$ cat config.mk
export PLATFORM = sky130hd
export DESIGN_NAME = ahb3lite_plic_stim_master
export DESIGN_NICKNAME = d
export VERILOG_FILES = /design/src/rtl/ahb3lite_pkg.sv /design/src/rtl/ahb3lite_plic_stim_fifo.sv /design/src/rtl/ahb3lite_plic_stim_master.sv
export SDC_FILE = /design/constraint.sdc
export NUM_CORES = 1
export LEC_CHECK = 0
export ABC_AREA = 1
export ABC_CLOCK_PERIOD_IN_PS = 3400
export CELL_PAD_IN_SITES_DETAIL_PLACEMENT = 0
export CELL_PAD_IN_SITES_GLOBAL_PLACEMENT = 1
export CORE_MARGIN = 5
export CORE_UTILIZATION = 37
export CTS_CLUSTER_SIZE = 24
export DETAILED_ROUTE_END_ITERATION = 10
export GPL_TIMING_DRIVEN = 0
export HOLD_SLACK_MARGIN = 0.05
export PLACE_DENSITY = 0.8
export SYNTH_ARGS = -nofsm -noshare
export SYNTH_HDL_FRONTEND = slang
export SYNTH_SLANG_ARGS = --single-unit
$ cat constraint.sdc
create_clock -name HCLK -period 3.4 [get_ports HCLK]
set_input_delay 0.51 -clock HCLK [delete_from_list [all_inputs] [get_ports HCLK]]
set_output_delay 0.51 -clock HCLK [all_outputs]
set_load 0.1 [all_outputs]
$ cat src/rtl/ahb3lite_pkg.sv
// ahb3lite_pkg: AHB3-Lite encodings and the stimulus command record.
// Command fields are sized for the widest supported bus; users slice them down.
package ahb3lite_pkg;
   typedef enum logic [1:0] {
      HTRANS_IDLE   = 2'b00,
      HTRANS_BUSY   = 2'b01,
      HTRANS_NONSEQ = 2'b10,
      HTRANS_SEQ    = 2'b11
   } htrans_t;
   localparam logic [2:0] HBURST_SINGLE   = 3'b000;
   localparam logic [3:0] HPROT_DATA_PRIV = 4'b0011;
   localparam logic [2:0] HSIZE_BYTE  = 3'b000;
   localparam logic [2:0] HSIZE_HWORD = 3'b001;
   localparam logic [2:0] HSIZE_WORD  = 3'b010;
   localparam logic [2:0] HSIZE_DWORD = 3'b011;
   localparam int STIM_AW = 32;
   localparam int STIM_DW = 64;
   typedef struct packed {
      logic               write;
      logic [2:0]         size;
      logic [STIM_AW-1:0] addr;
      logic [STIM_DW-1:0] data;
      logic [STIM_DW-1:0] mask;
   } stim_cmd_t;
   localparam stim_cmd_t STIM_CMD_NONE = '0;
endpackage

$ cat src/rtl/ahb3lite_plic_stim_fifo.sv
// ahb3lite_plic_stim_fifo: synchronous command FIFO; pointers carry an extra
// wrap bit so full and empty are told apart without a counter.
module ahb3lite_plic_stim_fifo
   import ahb3lite_pkg::*;
#(
   parameter int DEPTH = 4
)(
   input  logic      HCLK,
   input  logic      HRESETn,
   input  logic      push,
   input  stim_cmd_t din,
   input  logic      pop,
   output stim_cmd_t dout,
   output logic      empty,
   output logic      full
);
   localparam int AW = $clog2(DEPTH);
   stim_cmd_t mem [DEPTH];
   logic [AW:0] wp, rp;
   assign empty = wp == rp;
   assign full  = (wp[AW] != rp[AW]) && (wp[AW-1:0] == rp[AW-1:0]);
   assign dout  = mem[rp[AW-1:0]];
   always_ff @(posedge HCLK or negedge HRESETn)
      if (!HRESETn) begin
         wp <= '0;
         rp <= '0;
      end else begin
         if (push) wp <= wp + 1'b1;
         if (pop)  rp <= rp + 1'b1;
      end
   always_ff @(posedge HCLK)
      if (push) mem[wp[AW-1:0]] <= din;
endmodule

$ cat src/rtl/ahb3lite_plic_stim_master.sv
// ahb3lite_plic_stim_master: queued register commands to pipelined AHB3-Lite single
// transfers with per-command response; PLIC_STIM_CMP_EN adds the read compare.
module ahb3lite_plic_stim_master
   import ahb3lite_pkg::*;
#(
   parameter int HADDR_SIZE = 16,
   parameter int HDATA_SIZE = 32,
   parameter int CMD_DEPTH  = 4,
   parameter int CNT_SIZE   = 16
)(
   input  logic                  HCLK,
   input  logic                  HRESETn,
   input  logic                  cmd_valid,
   output logic                  cmd_ready,
   input  logic                  cmd_write,
   input  logic [2:0]            cmd_size,
   input  logic [HADDR_SIZE-1:0] cmd_addr,
   input  logic [HDATA_SIZE-1:0] cmd_data,
   input  logic [HDATA_SIZE-1:0] cmd_mask,
   output logic                  rsp_valid,
   output logic [HDATA_SIZE-1:0] rsp_rdata,
   output logic                  rsp_err,
   output logic                  rsp_mismatch,
   output logic [CNT_SIZE-1:0]   err_cnt,
   output logic [CNT_SIZE-1:0]   mis_cnt,
   output logic                  idle,
   output logic                  HSEL,
   output logic [HADDR_SIZE-1:0] HADDR,
   output logic [HDATA_SIZE-1:0] HWDATA,
   output logic                  HWRITE,
   output logic [2:0]            HSIZE,
   output logic [2:0]            HBURST,
   output logic [3:0]            HPROT,
   output logic [1:0]            HTRANS,
   output logic                  HMASTLOCK,
   input  logic [HDATA_SIZE-1:0] HRDATA,
   input  logic                  HREADY,
   input  logic                  HRESP
);
   stim_cmd_t cmd_in, head, ap, dp;
   logic fifo_empty, fifo_full, accept, adv, push, pop, done;
   logic ap_valid, dp_valid, cancel, issue;
   logic unused;

   assign cmd_in = '{write: cmd_write, size: cmd_size, addr: STIM_AW'(cmd_addr),
                     data: STIM_DW'(cmd_data), mask: STIM_DW'(cmd_mask)};
   assign cmd_ready = !fifo_full;
   assign accept    = cmd_valid && cmd_ready;
   // a cancelled address phase keeps its command for reissue, so AP refills only when not held
   assign adv   = HREADY && !cancel;
   assign pop   = adv && !fifo_empty;
   assign push  = accept && !(adv && fifo_empty);
   assign done  = dp_valid && HREADY;
   assign issue = ap_valid && !cancel;
   assign idle  = fifo_empty && !ap_valid && !dp_valid;

   assign HSEL      = issue;
   assign HTRANS    = issue ? HTRANS_NONSEQ : HTRANS_IDLE;
   assign HADDR     = ap.addr[HADDR_SIZE-1:0];
   assign HWRITE    = ap.write;
   assign HSIZE     = ap.size;
   assign HWDATA    = (dp_valid && dp.write) ? dp.data[HDATA_SIZE-1:0] : '0;
   assign HBURST    = HBURST_SINGLE;
   assign HPROT     = HPROT_DATA_PRIV;
   assign HMASTLOCK = 1'b0;
   assign unused    = ^dp;

   ahb3lite_plic_stim_fifo #(.DEPTH(CMD_DEPTH)) u_fifo (
      .HCLK    (HCLK),
      .HRESETn (HRESETn),
      .push    (push),
      .din     (cmd_in),
      .pop     (pop),
      .dout    (head),
      .empty   (fifo_empty),
      .full    (fifo_full)
   );

   always_ff @(posedge HCLK or negedge HRESETn)
      if (!HRESETn) begin
         ap_valid <= 1'b0;
         dp_valid <= 1'b0;
         cancel   <= 1'b0;
         ap       <= STIM_CMD_NONE;
         dp       <= STIM_CMD_NONE;
      end else if (HREADY) begin
         cancel   <= 1'b0;
         dp_valid <= issue;
         dp       <= ap;
         if (!cancel) begin
            ap_valid <= !fifo_empty || accept;
            ap       <= !fifo_empty ? head : accept ? cmd_in : STIM_CMD_NONE;
         end
      end else if (HRESP && issue)
         cancel <= 1'b1;

   always_ff @(posedge HCLK or negedge HRESETn)
      if (!HRESETn) begin
         rsp_valid <= 1'b0;
         rsp_rdata <= '0;
         rsp_err   <= 1'b0;
         err_cnt   <= '0;
      end else begin
         rsp_valid <= done;
         rsp_rdata <= (done && !dp.write) ? HRDATA : '0;
         rsp_err   <= done && HRESP;
         if (done && HRESP && err_cnt != '1) err_cnt <= err_cnt + 1'b1;
      end

`ifdef PLIC_STIM_CMP_EN
   logic mis;
   assign mis = done && !dp.write && !HRESP &&
                |((HRDATA ^ dp.data[HDATA_SIZE-1:0]) & dp.mask[HDATA_SIZE-1:0]);
   always_ff @(posedge HCLK or negedge HRESETn)
      if (!HRESETn) begin
         rsp_mismatch <= 1'b0;
         mis_cnt      <= '0;
      end else begin
         rsp_mismatch <= mis;
         if (mis && mis_cnt != '1) mis_cnt <= mis_cnt + 1'b1;
      end
`else
   assign rsp_mismatch = 1'b0;
   assign mis_cnt      = '0;
`endif
endmodule
==> job_summary.md <==
## Synthesis and layout report

| Metric | Value |
|---|---|
| Leading power group | `combinational logic` |
| Result of the run | `finished clean` |
| Routability-driven placement congestion ratio | `~0.79` |
| Min Tclk post-route | `about 3.3 ns` |
| Met2 usage in global routing | `between 20% and 30%` |
| Top logic cell by instance count in the layout | `sky130_fd_sc_hd__nand2_1` |
| Part of the power in the clock network | `between 20% and 30%` |
| Cell with the biggest individual delay on the critical path | `sky130_fd_sc_hd__clkdlybuf4s50_1` |
| Clk cell area share | `6.454%` |
| Maximum clock rate | `0.3052 GHz` |
| Comb/total area | `a little over a fifth` |
| Post-synth EDFFs | `between 200 and 250` |
| Count of inverters not on the clock network in the layout | `around 360` |
| Portion of the clock cycle consumed by the worst path in the final layout | `a little over nine tenths` |
| Required time of the critical path | `2.89 ns` |
| Avg Inst Size Synth | `9.258 um2` |
| Top cells by count | `sky130_fd_sc_hd__nand2_1, sky130_fd_sc_hd__inv_1, sky130_fd_sc_hd__edfxtp_1, sky130_fd_sc_hd__nand3_1, sky130_fd_sc_hd__dfrtp_1` |
| Synth area leader | `sky130_fd_sc_hd__edfxtp_1` |
| CTS tree | `done` |
| Sequential power | `about 6.1 mW` |
| Vias per std cell | `4.455` |
| DP Worst Slack | `about 0.12 ns` |
| Die ar. | `just under 0.05 mm2` |
| Clock buffers | `approximately 46` |
| Sinks on the clock net | `352` |
| Overall Global Routing Usage | `between 10% and 20%` |
| Number of global-route vias before repair | `approximately 12000` |
| Fraction of the mapped netlist area in adder cells | `less than 1%` |
| Half-perimeter wire length after detailed placement | `28120 um` |
| Post-CTS Hold Fix Bufs | `1` |
| Final antenna-violating net count | `0` |
| Critical Path Source | `dp_valid` |
| Placed instance count | `around 2600` |
| Worst slew pin tran | `1.048 ns` |
| Arrival @ worst endpoint | `2.77 ns` |
| Final instance area | `about 0.02 mm2` |
| Worst min-delay path class | `in2reg` |
| Gate Count Post-Synth | `approximately 1800` |
| Number of distinct library cells after synthesis | `35` |
| Seq cells | `roughly 350` |
| End-of-flow core utilization | `47.69%` |
| Flip-flop cell with the highest count after synthesis | `sky130_fd_sc_hd__edfxtp_1` |
| Synthesis Warnings | `0` |
| Master cell of the clock root buffer | `sky130_fd_sc_hd__clkbuf_16` |
| Ratio of cells with drive above 1 in the final layout | `between 10% and 20%` |
| MUX share of area | `0%` |
| Leakage | `a little over 10 nW` |
| Top-area cell type share of the netlist area | `around 39%` |
==> images/power_grid.png <==
The bar under the picture is 50 um long. Pins as bars on the die edge.
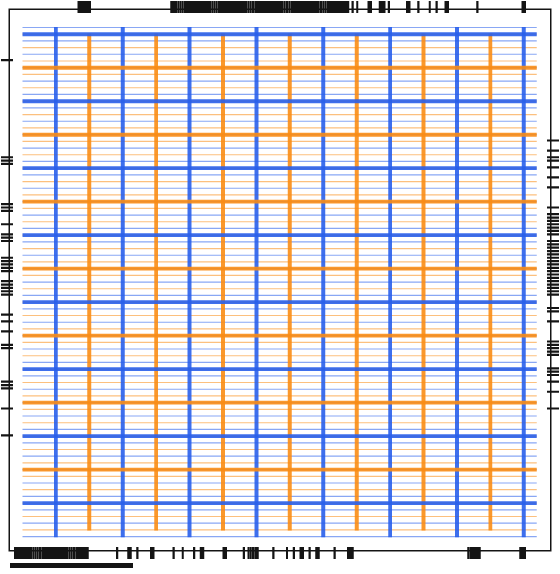
Key: VDD = orange; VSS = blue
15 straps on met4. 77 met1 rails follow the rows. 253 signal pins sit on the boundary. 15 straps on met5. The core has 76 rows.
Die Span Y: 219.3 um
core area: 0.04317 mm2

==> images/placement_by_type.png <==
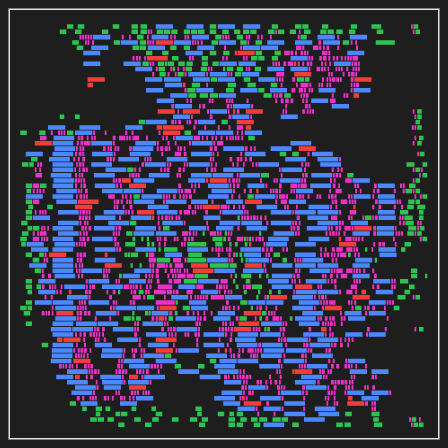
Key: clock drivers and dummy loads = red [cells 72, share of their area 6.7%]; sequential cells = blue [cells 352, share of their area 50%]; combinational and other logic = magenta [cells 1300, share of their area 29%]; remaining buffers and delay cells = green [cells 324, share of their area 15%]

==> images/clk_routes.png <==
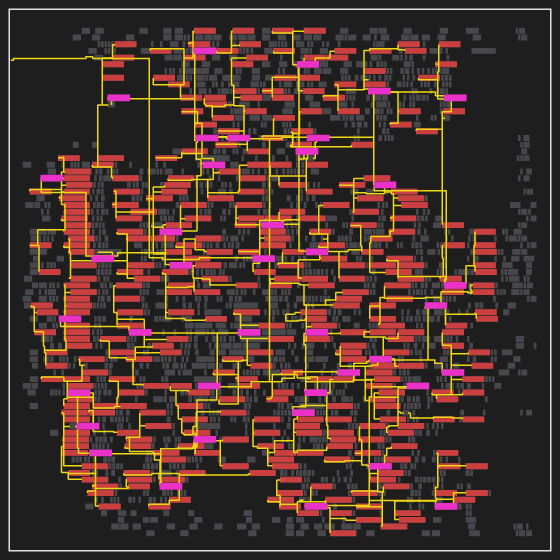
Key: clock wires = yellow [length 4570 um]; flip-flops = red [count 352]; clock drivers = magenta [count 39]
Position of the flops: all over the die. There are 40 routed clock nets.

Power figures rest on the tool's default switching activity, not on a simulated workload.
